==> src/rtl/trace_pkg.sv <==
`default_nettype none
// ============================================================================
// Module  : trace_pkg
// Purpose : Shared types and constants for the trace sequencer: FSM state
//           enum, default spell-trace pattern table and counter-width helper.
// Ports   : none (package)
// Revision: 1.0 - initial release
// ============================================================================
package trace_pkg;

  typedef enum logic [1:0] {
    IDLE       = 2'd0,
    SHOW       = 2'd1,
    WAIT_CLEAR = 2'd2,
    DONE       = 2'd3
  } trace_state_t;

  localparam int NUM_PATS = 30;

  localparam logic [15:0] TRACE_PAT_0  = 16'h0231;
  localparam logic [15:0] TRACE_PAT_1  = 16'h0075;
  localparam logic [15:0] TRACE_PAT_2  = 16'h8ca9;
  localparam logic [15:0] TRACE_PAT_3  = 16'h8f23;
  localparam logic [15:0] TRACE_PAT_4  = 16'hd9be;
  localparam logic [15:0] TRACE_PAT_5  = 16'h3c5a;
  localparam logic [15:0] TRACE_PAT_6  = 16'h71e4;
  localparam logic [15:0] TRACE_PAT_7  = 16'ha5c3;
  localparam logic [15:0] TRACE_PAT_8  = 16'h1f08;
  localparam logic [15:0] TRACE_PAT_9  = 16'h6b92;
  localparam logic [15:0] TRACE_PAT_10 = 16'hc437;
  localparam logic [15:0] TRACE_PAT_11 = 16'h2ed1;
  localparam logic [15:0] TRACE_PAT_12 = 16'h9a6c;
  localparam logic [15:0] TRACE_PAT_13 = 16'h5713;
  localparam logic [15:0] TRACE_PAT_14 = 16'he0b5;
  localparam logic [15:0] TRACE_PAT_15 = 16'h48fd;
  localparam logic [15:0] TRACE_PAT_16 = 16'hb36e;
  localparam logic [15:0] TRACE_PAT_17 = 16'h0dc9;
  localparam logic [15:0] TRACE_PAT_18 = 16'h7a21;
  localparam logic [15:0] TRACE_PAT_19 = 16'hf584;
  localparam logic [15:0] TRACE_PAT_20 = 16'h3e97;
  localparam logic [15:0] TRACE_PAT_21 = 16'h8b5d;
  localparam logic [15:0] TRACE_PAT_22 = 16'h64a0;
  localparam logic [15:0] TRACE_PAT_23 = 16'hd12b;
  localparam logic [15:0] TRACE_PAT_24 = 16'h29f6;
  localparam logic [15:0] TRACE_PAT_25 = 16'hae43;
  localparam logic [15:0] TRACE_PAT_26 = 16'h5c8e;
  localparam logic [15:0] TRACE_PAT_27 = 16'h17b9;
  localparam logic [15:0] TRACE_PAT_28 = 16'hc6d2;
  localparam logic [15:0] TRACE_PAT_29 = 16'h934f;

  // Width needed to count 0..num_traces inclusive.
  function automatic int cnt_w(input int num_traces);
    return $clog2(num_traces + 1);
  endfunction

  // Games longer than the table reuse it cyclically so no target is ever 0.
  function automatic logic [15:0] trace_pat(input int idx);
    case (idx % NUM_PATS)
      0:  return TRACE_PAT_0;
      1:  return TRACE_PAT_1;
      2:  return TRACE_PAT_2;
      3:  return TRACE_PAT_3;
      4:  return TRACE_PAT_4;
      5:  return TRACE_PAT_5;
      6:  return TRACE_PAT_6;
      7:  return TRACE_PAT_7;
      8:  return TRACE_PAT_8;
      9:  return TRACE_PAT_9;
      10: return TRACE_PAT_10;
      11: return TRACE_PAT_11;
      12: return TRACE_PAT_12;
      13: return TRACE_PAT_13;
      14: return TRACE_PAT_14;
      15: return TRACE_PAT_15;
      16: return TRACE_PAT_16;
      17: return TRACE_PAT_17;
      18: return TRACE_PAT_18;
      19: return TRACE_PAT_19;
      20: return TRACE_PAT_20;
      21: return TRACE_PAT_21;
      22: return TRACE_PAT_22;
      23: return TRACE_PAT_23;
      24: return TRACE_PAT_24;
      25: return TRACE_PAT_25;
      26: return TRACE_PAT_26;
      27: return TRACE_PAT_27;
      28: return TRACE_PAT_28;
      default: return TRACE_PAT_29;
    endcase
  endfunction

endpackage
`default_nettype wire

==> src/rtl/trace_pattern_rom.sv <==
`default_nettype none
// ============================================================================
// Module  : trace_pattern_rom
// Purpose : Asynchronous-read constant table of target trace patterns.
//           Indices at or beyond NUM_TRACES read as 0.
// Ports   : idx     in  IDX_W    pattern index
//           pattern out TRACE_W  pattern at idx
// Revision: 1.0 - initial release
// ============================================================================
module trace_pattern_rom
  import trace_pkg::*;
#(
  parameter int TRACE_W    = 16,
  parameter int NUM_TRACES = 20,
  parameter int IDX_W      = cnt_w(NUM_TRACES)
) (
  input  logic [IDX_W-1:0]   idx,
  output logic [TRACE_W-1:0] pattern
);

  always_comb begin
    pattern = '0;
    if (int'(idx) < NUM_TRACES) pattern = TRACE_W'(trace_pat(int'(idx)));
  end

endmodule
`default_nettype wire

==> src/rtl/trace_sequencer.sv <==
`default_nettype none
// ============================================================================
// Module  : trace_sequencer
// Purpose : N-player spell-trace sequencer. Presents ROM targets in order,
//           awards a point to the lowest-index enabled player whose trace
//           covers the target, and registers a winner at game end.
//           Optional per-pattern timeout: define TRACE_TIMEOUT_EN.
// Ports   : clk, reset_n (async, active-low)
//           trace_screen_on          game-active level (low pauses / ends)
//           player_en                per-player enable
//           player_traced            packed traced bitmaps
//           trace_to_display         current target (0 in DONE)
//           previous_trace_displayed last completed target
//           trace_count              patterns completed
//           player_score             packed per-player scores
//           match_pulse / timeout_pulse  one-cycle advance indicators
//           end_game_early           high in DONE
//           winner_id                registered winner index
// Revision: 1.0 - initial release
// ============================================================================
module trace_sequencer
  import trace_pkg::*;
#(
  parameter  int TRACE_W     = 16,
  parameter  int NUM_TRACES  = 20,
  parameter  int NUM_PLAYERS = 2,
  parameter  int TIMEOUT_CYC = 50_000_000,
  localparam int CNT_W       = cnt_w(NUM_TRACES),
  localparam int WIN_W       = $clog2(NUM_PLAYERS) + 1
) (
  input  logic                           clk,
  input  logic                           reset_n,
  input  logic                           trace_screen_on,
  input  logic [NUM_PLAYERS-1:0]         player_en,
  input  logic [NUM_PLAYERS*TRACE_W-1:0] player_traced,
  output logic [TRACE_W-1:0]             trace_to_display,
  output logic [TRACE_W-1:0]             previous_trace_displayed,
  output logic [CNT_W-1:0]               trace_count,
  output logic [NUM_PLAYERS*CNT_W-1:0]   player_score,
  output logic                           match_pulse,
  output logic                           timeout_pulse,
  output logic                           end_game_early,
  output logic [WIN_W-1:0]               winner_id
);

  trace_state_t     state, state_nxt;
  logic [CNT_W-1:0] count_nxt;
  logic [CNT_W-1:0] score     [NUM_PLAYERS];
  logic [CNT_W-1:0] score_nxt [NUM_PLAYERS];
  logic [CNT_W-1:0] best_score;
  logic [TRACE_W-1:0] target, prev_nxt;
  logic [WIN_W-1:0] win_nxt;
  logic             match_nxt, tmo_nxt;
  logic             hit, all_clear, timeout_hit;
  int               hit_idx, best;

  // The ROM is addressed directly by the completed-pattern count, so the
  // next target appears on the same edge that bumps the count.
  trace_pattern_rom #(
    .TRACE_W   (TRACE_W),
    .NUM_TRACES(NUM_TRACES),
    .IDX_W     (CNT_W)
  ) u_rom (
    .idx    (trace_count),
    .pattern(target)
  );

  assign trace_to_display = (state == DONE) ? '0 : target;
  assign end_game_early   = (state == DONE);

  for (genvar g = 0; g < NUM_PLAYERS; g++) begin : g_score
    assign player_score[g*CNT_W +: CNT_W] = score[g];
  end

  // Descending scan so the lowest matching index is the one that sticks.
  always_comb begin
    hit       = 1'b0;
    hit_idx   = 0;
    all_clear = 1'b1;
    for (int i = NUM_PLAYERS - 1; i >= 0; i--) begin
      if (player_en[i]) begin
        if (player_traced[i*TRACE_W +: TRACE_W] != '0) all_clear = 1'b0;
        if (((player_traced[i*TRACE_W +: TRACE_W] & target) == target) && (target != '0)) begin
          hit     = 1'b1;
          hit_idx = i;
        end
      end
    end
  end

`ifdef TRACE_TIMEOUT_EN
  localparam int TMO_W = (TIMEOUT_CYC > 1) ? $clog2(TIMEOUT_CYC) : 1;
  logic [TMO_W-1:0] tmo_cnt;

  assign timeout_hit = (state == SHOW) && (tmo_cnt == TMO_W'(TIMEOUT_CYC - 1));

  // Counts active SHOW cycles only; held while paused, cleared elsewhere.
  always_ff @(posedge clk or negedge reset_n) begin
    if (!reset_n)               tmo_cnt <= '0;
    else if (state != SHOW)     tmo_cnt <= '0;
    else if (trace_screen_on)   tmo_cnt <= timeout_hit ? '0 : tmo_cnt + TMO_W'(1);
  end
`else
  // No timeout hardware in this build; the period parameter has no effect.
  assign timeout_hit = 1'b0 & (TIMEOUT_CYC == 0);
`endif

  always_comb begin
    state_nxt  = state;
    count_nxt  = trace_count;
    prev_nxt   = previous_trace_displayed;
    win_nxt    = winner_id;
    match_nxt  = 1'b0;
    tmo_nxt    = 1'b0;
    best       = 0;
    best_score = '0;
    for (int i = 0; i < NUM_PLAYERS; i++) score_nxt[i] = score[i];

    case (state)
      IDLE: begin
        if (trace_screen_on) begin
          state_nxt = SHOW;
          count_nxt = '0;
          win_nxt   = '0;
          for (int i = 0; i < NUM_PLAYERS; i++) score_nxt[i] = '0;
        end
      end
      SHOW: begin
        // A simultaneous match wins over a timeout.
        if (trace_screen_on && (hit || timeout_hit)) begin
          count_nxt = trace_count + CNT_W'(1);
          prev_nxt  = target;
          if (hit) begin
            match_nxt = 1'b1;
            for (int i = 0; i < NUM_PLAYERS; i++)
              if ((i == hit_idx) && (score[i] < CNT_W'(NUM_TRACES)))
                score_nxt[i] = score[i] + CNT_W'(1);
          end else begin
            tmo_nxt = 1'b1;
          end
          state_nxt = (count_nxt == CNT_W'(NUM_TRACES)) ? DONE : WAIT_CLEAR;
        end
      end
      WAIT_CLEAR: if (trace_screen_on && all_clear) state_nxt = SHOW;
      DONE:       if (!trace_screen_on) state_nxt = IDLE;
      default:    state_nxt = IDLE;
    endcase

    // Winner uses the post-match scores so the final point counts.
    if ((state_nxt == DONE) && (state != DONE)) begin
      best_score = score_nxt[0];
      for (int i = 1; i < NUM_PLAYERS; i++) begin
        if (score_nxt[i] > best_score) begin
          best_score = score_nxt[i];
          best       = i;
        end
      end
      win_nxt = WIN_W'(best);
    end
  end

  always_ff @(posedge clk or negedge reset_n) begin
    if (!reset_n) begin
      state                    <= IDLE;
      trace_count              <= '0;
      previous_trace_displayed <= '0;
      match_pulse              <= 1'b0;
      timeout_pulse            <= 1'b0;
      winner_id                <= '0;
      for (int i = 0; i < NUM_PLAYERS; i++) score[i] <= '0;
    end else begin
      state                    <= state_nxt;
      trace_count              <= count_nxt;
      previous_trace_displayed <= prev_nxt;
      match_pulse              <= match_nxt;
      timeout_pulse            <= tmo_nxt;
      winner_id                <= win_nxt;
      for (int i = 0; i < NUM_PLAYERS; i++) score[i] <= score_nxt[i];
    end
  end

endmodule
`default_nettype wire

==> config.mk <==
export PLATFORM = sky130hd
export DESIGN_NAME = trace_sequencer
export DESIGN_NICKNAME = d
export VERILOG_FILES = /design/src/rtl/trace_pkg.sv /design/src/rtl/trace_pattern_rom.sv /design/src/rtl/trace_sequencer.sv
export SDC_FILE = /design/constraint.sdc
export NUM_CORES = 1
export LEC_CHECK = 0
export CAP_MARGIN = 20
export CORE_UTILIZATION = 56
export CTS_BUF_LIST = sky130_fd_sc_hd__clkbuf_2
export DETAILED_ROUTE_END_ITERATION = 10
export PLACE_DENSITY = 0.89
export SLEW_MARGIN = 20
export SYNTH_ARGS = -nofsm -noshare
export SYNTH_HDL_FRONTEND = slang
export SYNTH_SLANG_ARGS = --single-unit
==> constraint.sdc <==
create_clock -name clk -period 14.2 [get_ports clk]
set_input_delay 2.13 -clock clk [delete_from_list [all_inputs] [get_ports clk]]
set_output_delay 2.13 -clock clk [all_outputs]
set_load 0.01 [all_outputs]
placement.png
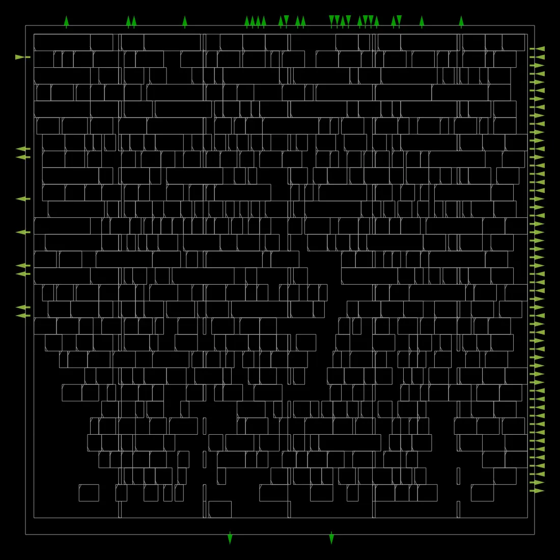
flop share of the area: 19.79%
fin cells: 610
core area: 0.006350 mm^2
row cnt: 29

flops_by_reg.png
Scale: 3 px per um. Other sequential cells in the stronger grey, the rest of the logic in the fainter grey.
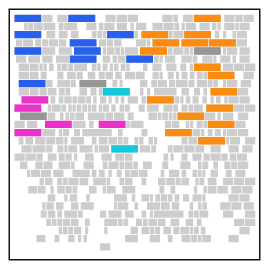
- blue: `player_score` (flops 10)
- magenta: `trace_count` (flops 5; where left middle)
- cyan: `state` (flops 2)
- orange: `previous_trace_displayed` (flops 16)

io_fan.png
Scale: 6 px per um.
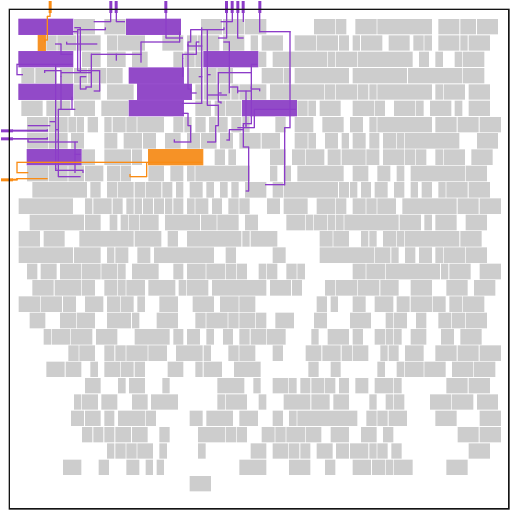
- purple: `player_score` (bits 10; direction output; end cells 10; buffers 10; wire 396 um)
- orange: `winner_id` (bits 2; direction output; end cells 2; buffers 1; wire 51.6 um)

clk_routes.png
Scale: 3 px per um.
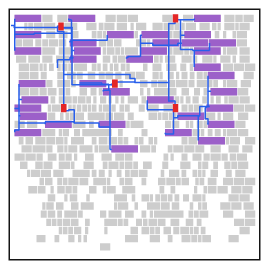
- blue: clock wires (length 458 um)
- red: clock drivers (count 5)
- purple: flip-flops (count 36)
- routed clock nets: 6

placement_by_type.png
Scale: 3 px per um.
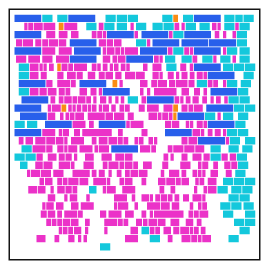
- magenta: combinational and other logic (cells 399)
- blue: sequential cells (cells 36)
- cyan: remaining buffers and delay cells (cells 91)
- orange: clock drivers and dummy loads (cells 7)

==> impl_metrics.toml <==
# yosys + openroad results
[run_status]
outcome = "finished clean"

[hold_path]
min_path_cells = 2
hold_end = "previous_trace_displayed[6]$_DFFE_PN0P_"
hold_start = "previous_trace_displayed[6]$_DFFE_PN0P_"
min_path_type = "flop to flop"

[yosys]
ys_chip_area_mm2 = 0.003676
syn_inst = 468
ys_top_cells_by_count = "o21ai_0, nor2_1, nand2_1"
largest_area_cell = "dfrtp_1"
syn_area_mm2 = 0.003676
topCellsByArea = "dfrtp_1, ha_1, o21ai_0"
yosysUniqueCellTypes = 73
synth_top_cell_by_count = "o21ai_0"
yosysTopAreaCellShare_pct = 24.51
ys_seq_share_pct = 24.51
ff_type = "dfrtp_1"
synth_async_sr_flop_share_pct = 100.0
yosysWarnings = 0
yosys_cells = 468

[routing]
drc_errors = 0
vias_per_cell = 7.169
wl_per_cell_um = 21.28
firstDrtPassIters = 6
drtIter0Drc = 529
antenna_left = 0

[worst_setup_path]
critPathMaxStageDelay_ns = 0.83
startpoint_type = "flop"
critPathTopFamily = "adder cells"
cp.required_ns = 12.07
cp-end-kind = "output pin"
startpoint = "trace_count[2]$_DFFE_PN0P_"
reg2reg_depth = 19
path_cells = "and3_1 > ha_1 > mux2i_1 > nor2_2 > inv_1 > ha_1 > a221oi_1 > o21ai_0 > nor2_1 > clkdlybuf4s50_1"
reg2reg_from = "trace_count[2]$_DFFE_PN0P_"
cp.buffers_inverters = 2
criticalPathCategory = "flop to output pin"
cp_slowest_cell = "dfrtp_1"
reg2reg_to = "winner_id[0]$_DFFE_PN0P_"
r2r_setup_slack_ns = 6.99

[final_timing]
setup_tns_ns = 0
fmax_ghz = 0.1369
worst_slew_pin_slew_ns = 0.9422
finalHoldViolCount = 0
finalSetupViolCount = 0
setup_ws_ns = 6.898
fin_crit_ns = 7.302
final.period_utilization_pct = 51.42
rsz0062_at_grt = "no"
fin_worst_skew_ns = 0.02126
slew_headroom_pct = 37.19
slew_violations = 0

[global_route]
antenna_found_initial = 0
grt-ovfl-total = 0
grt_max_degree = 37
grt.total_usage_pct = 36.84

[clock_network]
cts_sinks = 36
h-tree-depth = 2
cts-resized-gates = 0
cts_made_buffers = 5
clock_path_buffers = 2
clkTransAtPathRegs_ns = 0.19
cts_tree = "done"
clkLatencyLatePin_ns = 0.41

[die]
ios = 89
fp.dieW_um = 83.02
initial_core_util_pct = 57.89
die_h_um = 83.02

[power]
power.density_mw_per_mm2 = 208.5
leakage_nw = 1.822
ir_drop_mv = 0.1424

[place]
place_ws_ns = 7.209
hpwlAfterDp_um = 9717
numPortBuffers = 87

[job]
tool_warnings = 35

[finish]
diodes = 0
area_delta_synth_final_pct = 23.83
final_nets = 592
worst max path at each step:
| stage | end | slack [ns] | cells after the start |
|---|---|---|---|
| 2_1_floorplan | winner_id[0]$_DFFE_PN0P_ | 8.36 | 22 |
| 3_3_place_gp | winner_id[0]$_DFFE_PN0P_ | 7.41 | 19 |
| 3_5_place_dp | winner_id[0]$_DFFE_PN0P_ | 7.21 | 19 |
| 4_1_cts | trace_to_display[11] | 6.99 | 10 |
| 5_1_grt | winner_id[0]$_DFFE_PN0P_ | 6.49 | 22 |
| 6_report | trace_to_display[11] | 6.90 | 10 |
cell families (layout without fill, tap and decap cells):
group                    after synthesis  after routing  share of synthesized area [%]
multiplexers                           8              8                          2.280
XOR/XNOR                               2              2                         0.6809
adder cells (fa/ha/maj)               22             22                          7.488
other                                  1              2                         0.1020
buffers and inverters                 43            107                          5.514
flip-flops                            36             36                          24.51
AND-OR/OR-AND                        170            170                          32.71
AND/OR/NAND/NOR                      186            186                          26.72
power by group:
part	leakage (nW)	internal (mW)	switching [mW]	total, mW
clock	0.0239	0.0101	0.0344	0.0445
sequential	0.461	0.132	0.0595	0.192
combinational	1.34	0.313	0.400	0.712
flip-flops by register name (all words and copies together), names as in the netlist:
name / flops
match_pulse: 1
player_score: 10
winner_id: 1
state: 2
timeout_pulse: 1
previous_trace_displayed: 16
trace_count: 5
metal layers:
layer,vias to the layer above,track usage [%],share of wire (%),wire length [um]
li1,1931,-,-,-
met1,2028,50.60,40,5239
met2,367,56.26,44,5748
met3,47,8.449,13,1637
met4,0,14.42,2.7,355
met5,-,0,0,0
cell usage in the layout, fill, tap and decap left out, types with 11 or more instances in the layout:
cell type / Yosys / final
a21oi_1: 17 / 17
clkdlybuf4s50_1: 0 / 87
dfrtp_1: 36 / 36
ha_1: 22 / 22
nand2_1: 41 / 41
nand3_1: 15 / 15
nor2_1: 44 / 44
nor3_1: 16 / 16
nor4_1: 11 / 11
o21ai_0: 47 / 47
worst reg2reg max path: cells and delay by family (launching register included):
family / cells / cell delay [ns]
simple gates: 10 / 3.03
mux: 1 / 0.56
flops: 1 / 0.83
compound gates: 5 / 1.38
buf+inv: 1 / 0.38
fa+ha+maj: 2 / 0.96
layout make-up:
cell class	count	area, um^2
Multi-Input combinational cell	390	2587
Fill cell	497	1798
Clock buffer	5	25.02
Sequential cell	36	900.9
Tap cell	77	96.34
Timing Repair Buffer	91	900.9
Inverter	9	33.78
Clock inverter	2	7.507
through the flow:
step	cells	hold slack [ns]	util, %	power, mW	area [um^2]
6_report	610	0.5044	71.68	0.9489	4552
5_1_grt	610	0.5381	71.68	1.004	4552
4_1_cts	610	0.5060	71.57	0.9256	4544
3_5_place_dp	603	0.4713	71.05	0.8801	4512
3_3_place_gp	603	0.4645	71.05	0.8716	4512
2_1_floorplan	469	0.5162	-	0.6004	3680
Power is estimated from default activity; no workload was simulated.
